run_1/congestion_map.png
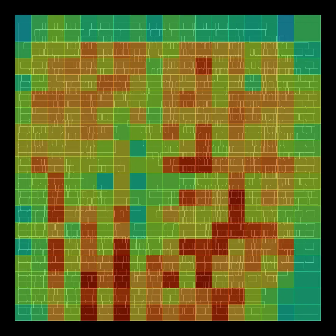
run_1/closeup.png
The bar under the picture is 10 microns long. Window x 44 to 84, y 19 to 59 microns. Cells in gray, sequential cells in the stronger gray; small squares are vias.
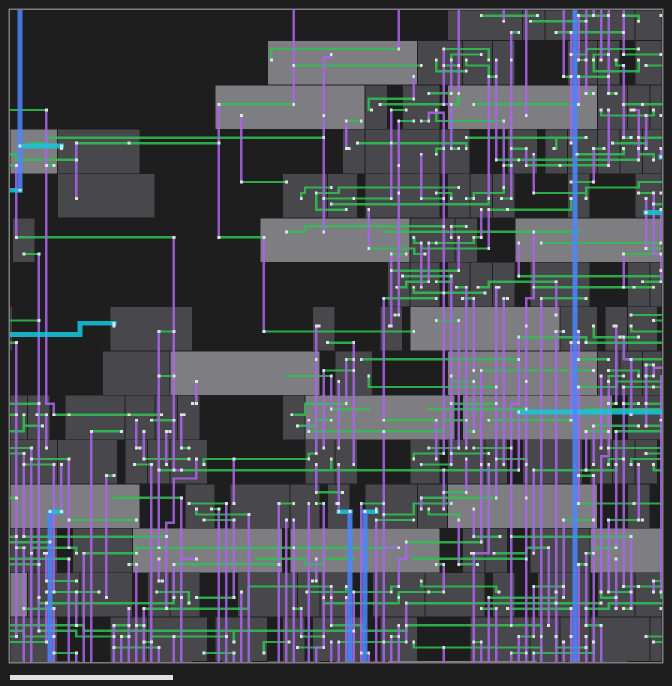
run_1/m1.png
The bar under the picture is 50 microns long. Supply wires on this layer in gray. Cells faint in the background.
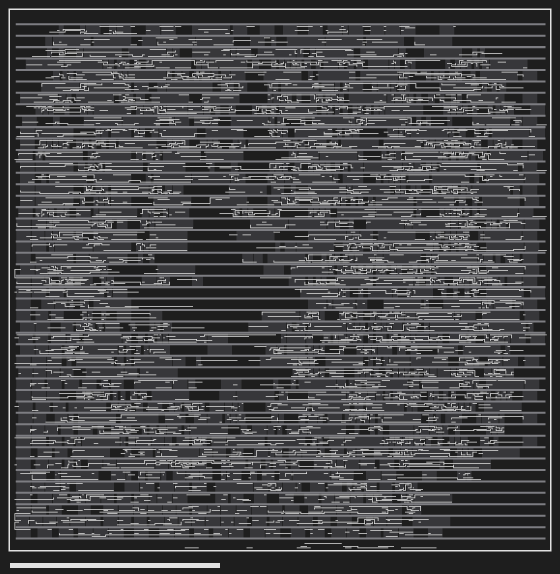
run_1/m2.png
The bar under the picture is 50 microns long. Cells faint in the background.
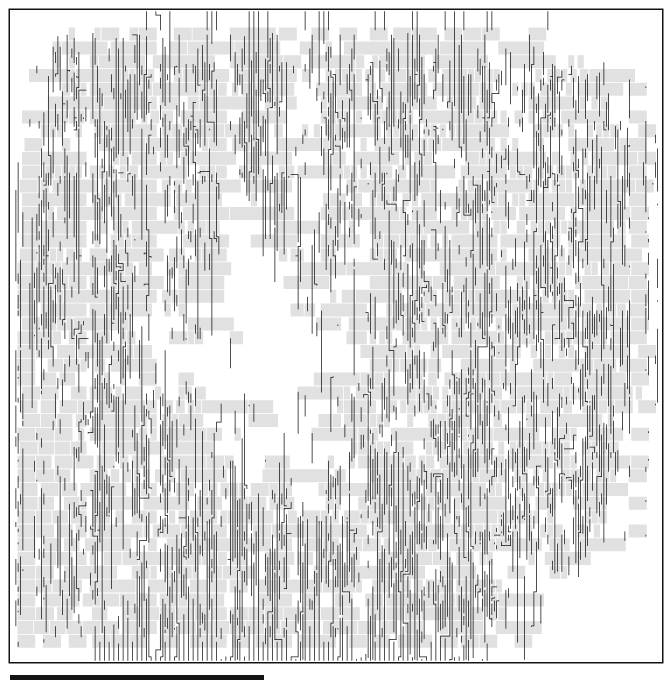
==> config.mk <==
export PLATFORM = sky130hd
export DESIGN_NAME = expr_vector_sequencer_flat
export DESIGN_NICKNAME = d
export VERILOG_FILES = /design/src/rtl/expr_vector_sequencer_pkg.sv /design/src/rtl/expr_vector_sequencer_if.sv /design/src/rtl/expr_lfsr64.sv /design/src/rtl/expr_vector_sequencer.sv /design/src/flat_wrapper.sv
export SDC_FILE = /design/constraint.sdc
export NUM_CORES = 1
export LEC_CHECK = 0
export ABC_AREA = 1
export CAP_MARGIN = 5
export CORE_UTILIZATION = 55
export CTS_BUF_LIST = sky130_fd_sc_hd__clkbuf_2 sky130_fd_sc_hd__clkbuf_4 sky130_fd_sc_hd__clkbuf_8
export DETAILED_ROUTE_END_ITERATION = 6
export GPL_TIMING_DRIVEN = 1
export PLACE_DENSITY = 0.89
export SLEW_MARGIN = 20
export SYNTH_ARGS = -nofsm -noshare
export SYNTH_HDL_FRONTEND = slang
export SYNTH_SLANG_ARGS = --single-unit
==> constraint.sdc <==
create_clock -name clk -period 10.27 [get_ports clk]
set_input_delay 2.054 -clock clk [delete_from_list [all_inputs] [get_ports clk]]
set_output_delay 2.054 -clock clk [all_outputs]
set_load 0.02 [all_outputs]
==> flow_summary.ini, run 1 <==
; physical design summary
[logic_synthesis]
yosysTopAreaCellShare_pct = 50.9
synth_xor_xnor_area_share_pct = 8.75
synth.mux.area_fraction_pct = 0
ys_seq_share_pct = 51.2
synth-cells-yosys = 1063
yosys.cell_types.count = 30
synthAoiAreaFrac_pct = 6.92
area_share_of_and_or_nand_nor_cells_after_synthesis_pct = 23.2
postSynthAreaPerCell_sq_um = 8.28
synth_top_cell_by_area = dfrtp_1

[power]
pwr-share-comb_pct = 46.3
peakVddDrop_mv = 0.179
internal-power_mw = 1.62
power_mw = 2.80

[placed_design]
place.port_buffers = 203
place_congestion = 0.772
hpwlAfterDp_mm = 13.6

[hold_path]
holdPathStages = 2
hold_path_class = reg -> reg

[final_layout]
finish.instance_area_sq_um = 11300
drive_gt1_share_pct = 5.25
largest_register_ff_count = 64
number_of_diodes = 0

[outcome]
run_status = finished, final reports clean

[drt]
drt_iter0_drc = 504
vias_per_cell = 5.07

[critical_path]
worstPathCellList = clkdlybuf4s50_1 -> nor2_1 -> nor2_1 -> buf_4 -> clkinv_1 -> a21oi_1 -> o21ai_0 -> o21ai_0 -> inv_1
worst_ep_required_time_ps = 10620
worstSetupPathType = in -> reg
end_kind = flop
rr_worst_depth = 15
cp_max_fo = 33
critPathLaunchType = input pin

[final_timing]
max_clock_freq_mhz = 238
rsz0062_at_grt = false
worst_hold_slack_ps = 494
max_slew.worst_pin.slew_ps = 1100
clock-skew-final_ps = 15.5

[clocking]
cts_max_path_buffers = 2
cts_hold_buffers = 0
cts-buffers-inserted = 17
ctsRootBufferMaster = clkbuf_8
cts_post_setup_buffers_inserted = 0
clkTransAtPathRegs_ps = 90

[floorplanning]
floorplan.die.width_microns = 129
core_area_sq_um = 15400
ports_placed_on_the_boundary = 204

[global_route]
via_count_of_the_first_global_routing_pass = 7155
global_route.usage.total_pct = 25.4

[job]
cap_violations = 0
## Picture notes: congestion_map.png
met2 layer usage reported by global route: 43.4%
most congested layer reported by global routing: met2
share of the core filled with cells in the final layout: 73.5%
Global Route met3 Usage: 4.95%

## Picture notes: closeup.png
M3 -> cyan
M1 -> green
M2 -> purple
M4 -> blue
most frequent = inv_1 (29), dfrtp_1 (14), clkdlybuf4s50_1 (13)
cells with their middle in the window = 129
sequential cells in the window = 14

## Picture notes: m1.png
share of all routed wire = 43%
longest straight run = 27.6 microns
wire length on this layer = 8720 microns
global-route track usage on met1: 32.5%
total via count in the routed design: 7443
total detailed-routing wirelength: 20.2 mm

## Picture notes: m2.png
nets with wire on the layer = 1068
longest straight run = 37.4 microns

run 1: power groups by stage:
stage	logic [mW]	registers [mW]	clock network, mW
2_1_floorplan	0.732	1.14	0
3_3_place_gp	1.24	1.03	0
3_5_place_dp	1.30	1.04	0
4_1_cts	1.30	1.03	0.489
5_1_grt	1.44	1.05	0.516
6_report	1.30	1.03	0.478
run 1: placed cells by master (no fill, tap or decap), types with 8 or more instances in the layout:
cell type	n
dfrtp_1	179
nor2_1	86
o21ai_0	46
nand3_1	102
buf_4	8
o22ai_1	25
nand4_1	10
a21oi_1	39
clkdlybuf4s50_1	203
clkbuf_8	17
xnor2_1	55
nand2_2	11
xor2_1	33
nand2_1	258
inv_1	139
run 1: synthesized netlist by cell type (all sizes together):
library cell,instances
buf,28
o31ai,1
clkinv,1
nand2,270
nor2,91
o22ai,25
nand3,104
clkbuf,23
ha,5
nand3b,3
dfstp,1
a21oi,39
nor3,3
dfrtp,179
xor2,33
xnor2,55
nand4,10
o21a,2
inv,143
o21ai,47
run 1: stage by stage:
step                      cells  setup slack, ps
after floorplan            1063             3330
after global placement     1434             5760
after detailed placement   1435             5670
after CTS                  1467             6080
after global routing       1467             5850
final                      1467             6060
run 1: per-layer routing:
layer  wire length, microns  vias to the layer above  part of all wire (%)
met4                    371                        0                   1.8
met2                  10200                      202                    50
met1                   8720                     3533                    43
met5                      0                        -                     0
li1                       -                     3676                     -
met3                    894                       32                   4.4
run 1: layout make-up:
class | instances | area [sq um]
clock inverter | 15 | 164
tap | 211 | 264
clock buffer | 17 | 234
multi-input combinational | 688 | 3500
fill | 1136 | 4090
timing repair buffer | 212 | 2120
sequential | 180 | 4510
inverter | 144 | 546
run 1: worst max-delay path: cells and delay by family:
family | cells | cell delay [ps]
buf+inv | 4 | 1600
compound gates | 3 | 670
simple gates | 2 | 220
## Run 2: what changed since run 1
Settings changed: CORE_UTILIZATION 55 to 47, PLACE_DENSITY 0.89 to 0.81.
Clock period 10.27 ns to 3.8 ns, I/O delays scaled along.
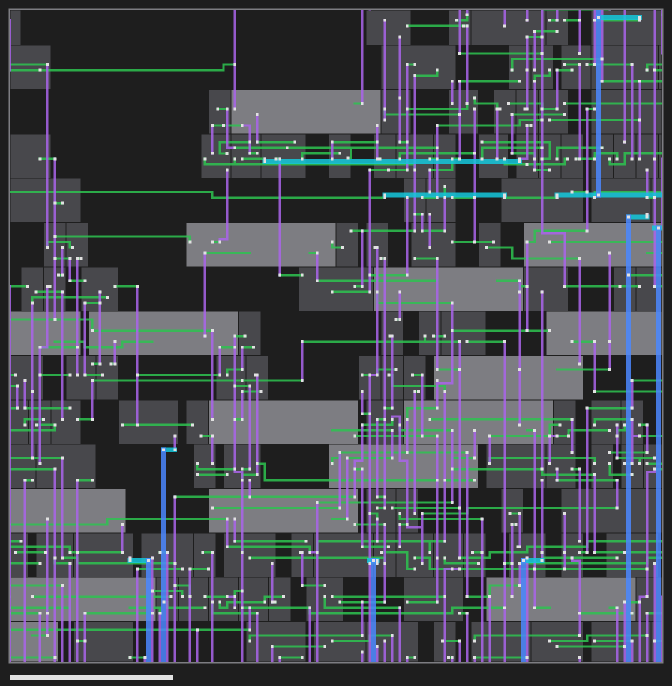
run_2/closeup.png
The bar under the picture is 10 microns long. Window x 49 to 89, y 22 to 62 microns. Cells in gray, sequential cells in the stronger gray; small squares are vias.
M4 -> blue
M1 -> green
M2 -> purple
M3 -> cyan
most frequent = inv_1 (32), dfrtp_1 (14), o21ai_0 (12)
sequential cells in the window = 14
cells with their middle in the window = 126

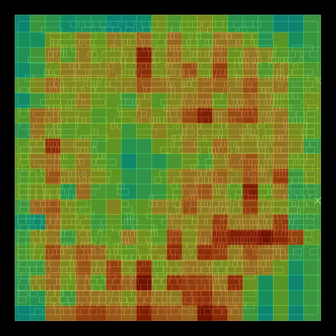
run_2/congestion_map.png
share of the core filled with cells in the final layout: 63.2%
final routed wire length divided by cell count: 13.2 microns

==> run 2 against run 1 <==
Net effect: the flow now finishes with violations (DRC); routed wire length down 2.6%; area after synthesis did not move; worst setup slack got worse by 4900 ps; critical endpoint is now u_core.u_lfsr.state[33]$_DFF_PP0_.
==> flow_summary.ini, run 2 <==
; physical design summary
[outcome]
run_status = finished with violations
failed_checks = DRC

[clocking]
cts_num_sinks = 180
htreeDepth = 4
clkTransAtPathRegs_ps = 100
ctsRootBufferMaster = clkbuf_8
cts_post_setup_buffers_inserted = 0
cts_max_path_buffers = 2
cts_hold_buffers = 0
post_cts_resized = 0
cts-buffers-inserted = 17
tritoncts = yes

[floorplanning]
floorplan.die.width_microns = 139
num_rows = 49
die_y_microns = 139
die-area_sq_um = 19300
core_area_sq_um = 18100
ports_placed_on_the_boundary = 204

[logic_synthesis]
syn_nets = 1162
syn-cell-area_sq_um = 8800
top_cells_by_count = nand2_1 (259), dfrtp_1 (179), inv_1 (141)
synth_top_cell_by_area = dfrtp_1
synth-cells-yosys = 1063
flop_cell = dfrtp_1
edf_count = 0
ys_chip_area_sq_um = 8800
yosysTopAreaCellShare_pct = 50.9
ys_seq_share_pct = 51.2
yosys.cell_types.count = 30
syn_inst = 1063
postSynthAreaPerCell_sq_um = 8.28
synthMostInstantiatedCell = nand2_1
share_of_flip_flops_with_an_asynchronous_set_or_reset_pct = 100

[critical_path]
end_kind = flop
critPathLaunchType = flop
timing.critical_path.max_delay_family = simple AND/OR/NAND/NOR gates
cp_max_fo = 74
critical_path_cell_count = 15
rr_worst_depth = 15
worstSetupPathType = reg -> reg
worstPathBufferInverterCount = 2
worst_ep_required_time_ps = 4130
worstPathCellList = ha_1 -> nand3_2 -> nor2_4 -> nand3_1 -> nand2_1 -> nand2_1 -> inv_2 -> nand2_1 -> nor2_1 -> nand2_2 -> nand2_4 -> buf_12 -> nand2_1 -> nand2_1 -> nor2_1

[global_route]
antenna_found_initial = 0
via_count_of_the_first_global_routing_pass = 7261
global_route.usage.total_pct = 21.8
grt_start_max_net_pins = 95

[hold_path]
holdPathStages = 2
hold_path_class = reg -> reg

[final_timing]
max_slew.worst_pin.slew_ps = 845
slew-limit-headroom_pct = 43.7
finalHoldViolations = 0
fin_crit_ps = 2620
final_max_slew_viol_count = 0
clock-skew-final_ps = 16.2
max_clock_freq_mhz = 382
finalSetupTns_ps = 0
rsz0062_at_grt = false
finalWorstSetupSlack_ps = 1180

[placed_design]
place_congestion = 0.797
detailedPlace.worstSlack_ps = 1180
place.port_buffers = 203
hpwlAfterDp_mm = 13.3

[drt]
routed_wl_mm = 19.6
drc = 4
via_count = 7415
vias_per_cell = 4.98
route.antenna.remaining_nets = 0
drt_iter0_drc = 442
dr.pass1.iters = 7

[power]
internal-power_mw = 4.62
peakVddDrop_mv = 0.500
pwr-share-comb_pct = 45.9

[final_layout]
most-common-layout-cells = nand2_1 (258), clkdlybuf4s50_1 (203), dfrtp_1 (179)
layout_top_cell_excl_fill_tap = nand2_1
drive_gt1_share_pct = 5.48
largest_register_ff_count = 64
number_of_diodes = 0

[job]
cap_violations = 0
number_of_logged_tool_warnings = 28
-- run 2: layout make-up --
type | instances | area [sq um]
timing repair buffer | 216 | 2190
clock inverter | 10 | 171
sequential | 180 | 4510
fill | 1551 | 6680
clock buffer | 21 | 270
tap | 229 | 287
inverter | 144 | 544
multi-input combinational | 688 | 3500
-- run 2: worst reg2reg max path, delay by kind of cell, from the launching register on --
kind          cells  cell delay, ps
simple gates     12            1460
flops             1             410
buf+inv           2             390
fa+ha+maj         1             240
-- run 2: power groups by stage --
stage          Combinational (mW)  Sequential, mW  Clock (mW)
4_1_cts                      3.58            2.72        1.49
2_1_floorplan                1.98            3.08           0
6_report                     3.54            2.72        1.45
3_3_place_gp                 3.42            2.74           0
5_1_grt                      3.97            2.79        1.57
3_5_place_dp                 3.55            2.76           0
-- run 2: kinds of logic after synthesis --
logic type	after synthesis	share of synthesized area, %
buffers and inverters	195	9.22
DFF	180	51.2
adders and majority gates	5	0.711
AOI/OAI and AO/OA	114	6.92
xor gates and xnor gates	88	8.75
and+or+nand+nor	481	23.2
-- run 2: through the flow --
| stage | hold WS [ps] | power [mW] | cells | instance area [sq um] | util, % |
|---|---|---|---|---|---|
| 2_1_floorplan | 452 | 5.06 | 1063 | 8810 | - |
| 3_3_place_gp | 469 | 6.16 | 1456 | 11000 | 60.6 |
| 3_5_place_dp | 471 | 6.31 | 1457 | 11000 | 60.8 |
| 4_1_cts | 491 | 7.79 | 1488 | 11500 | 63.2 |
| 5_1_grt | 517 | 8.33 | 1488 | 11500 | 63.2 |
| 6_report | 490 | 7.72 | 1488 | 11500 | 63.2 |
-- run 2: metal layers --
layer	part of all wire, %	global-route usage, %	routed length [microns]
met5	0	0	0
met2	48	35.1	9460
met4	2.8	8.95	558
met1	45	29.2	8860
met3	3.8	3.90	750
Power is estimated from default activity; no workload was simulated.
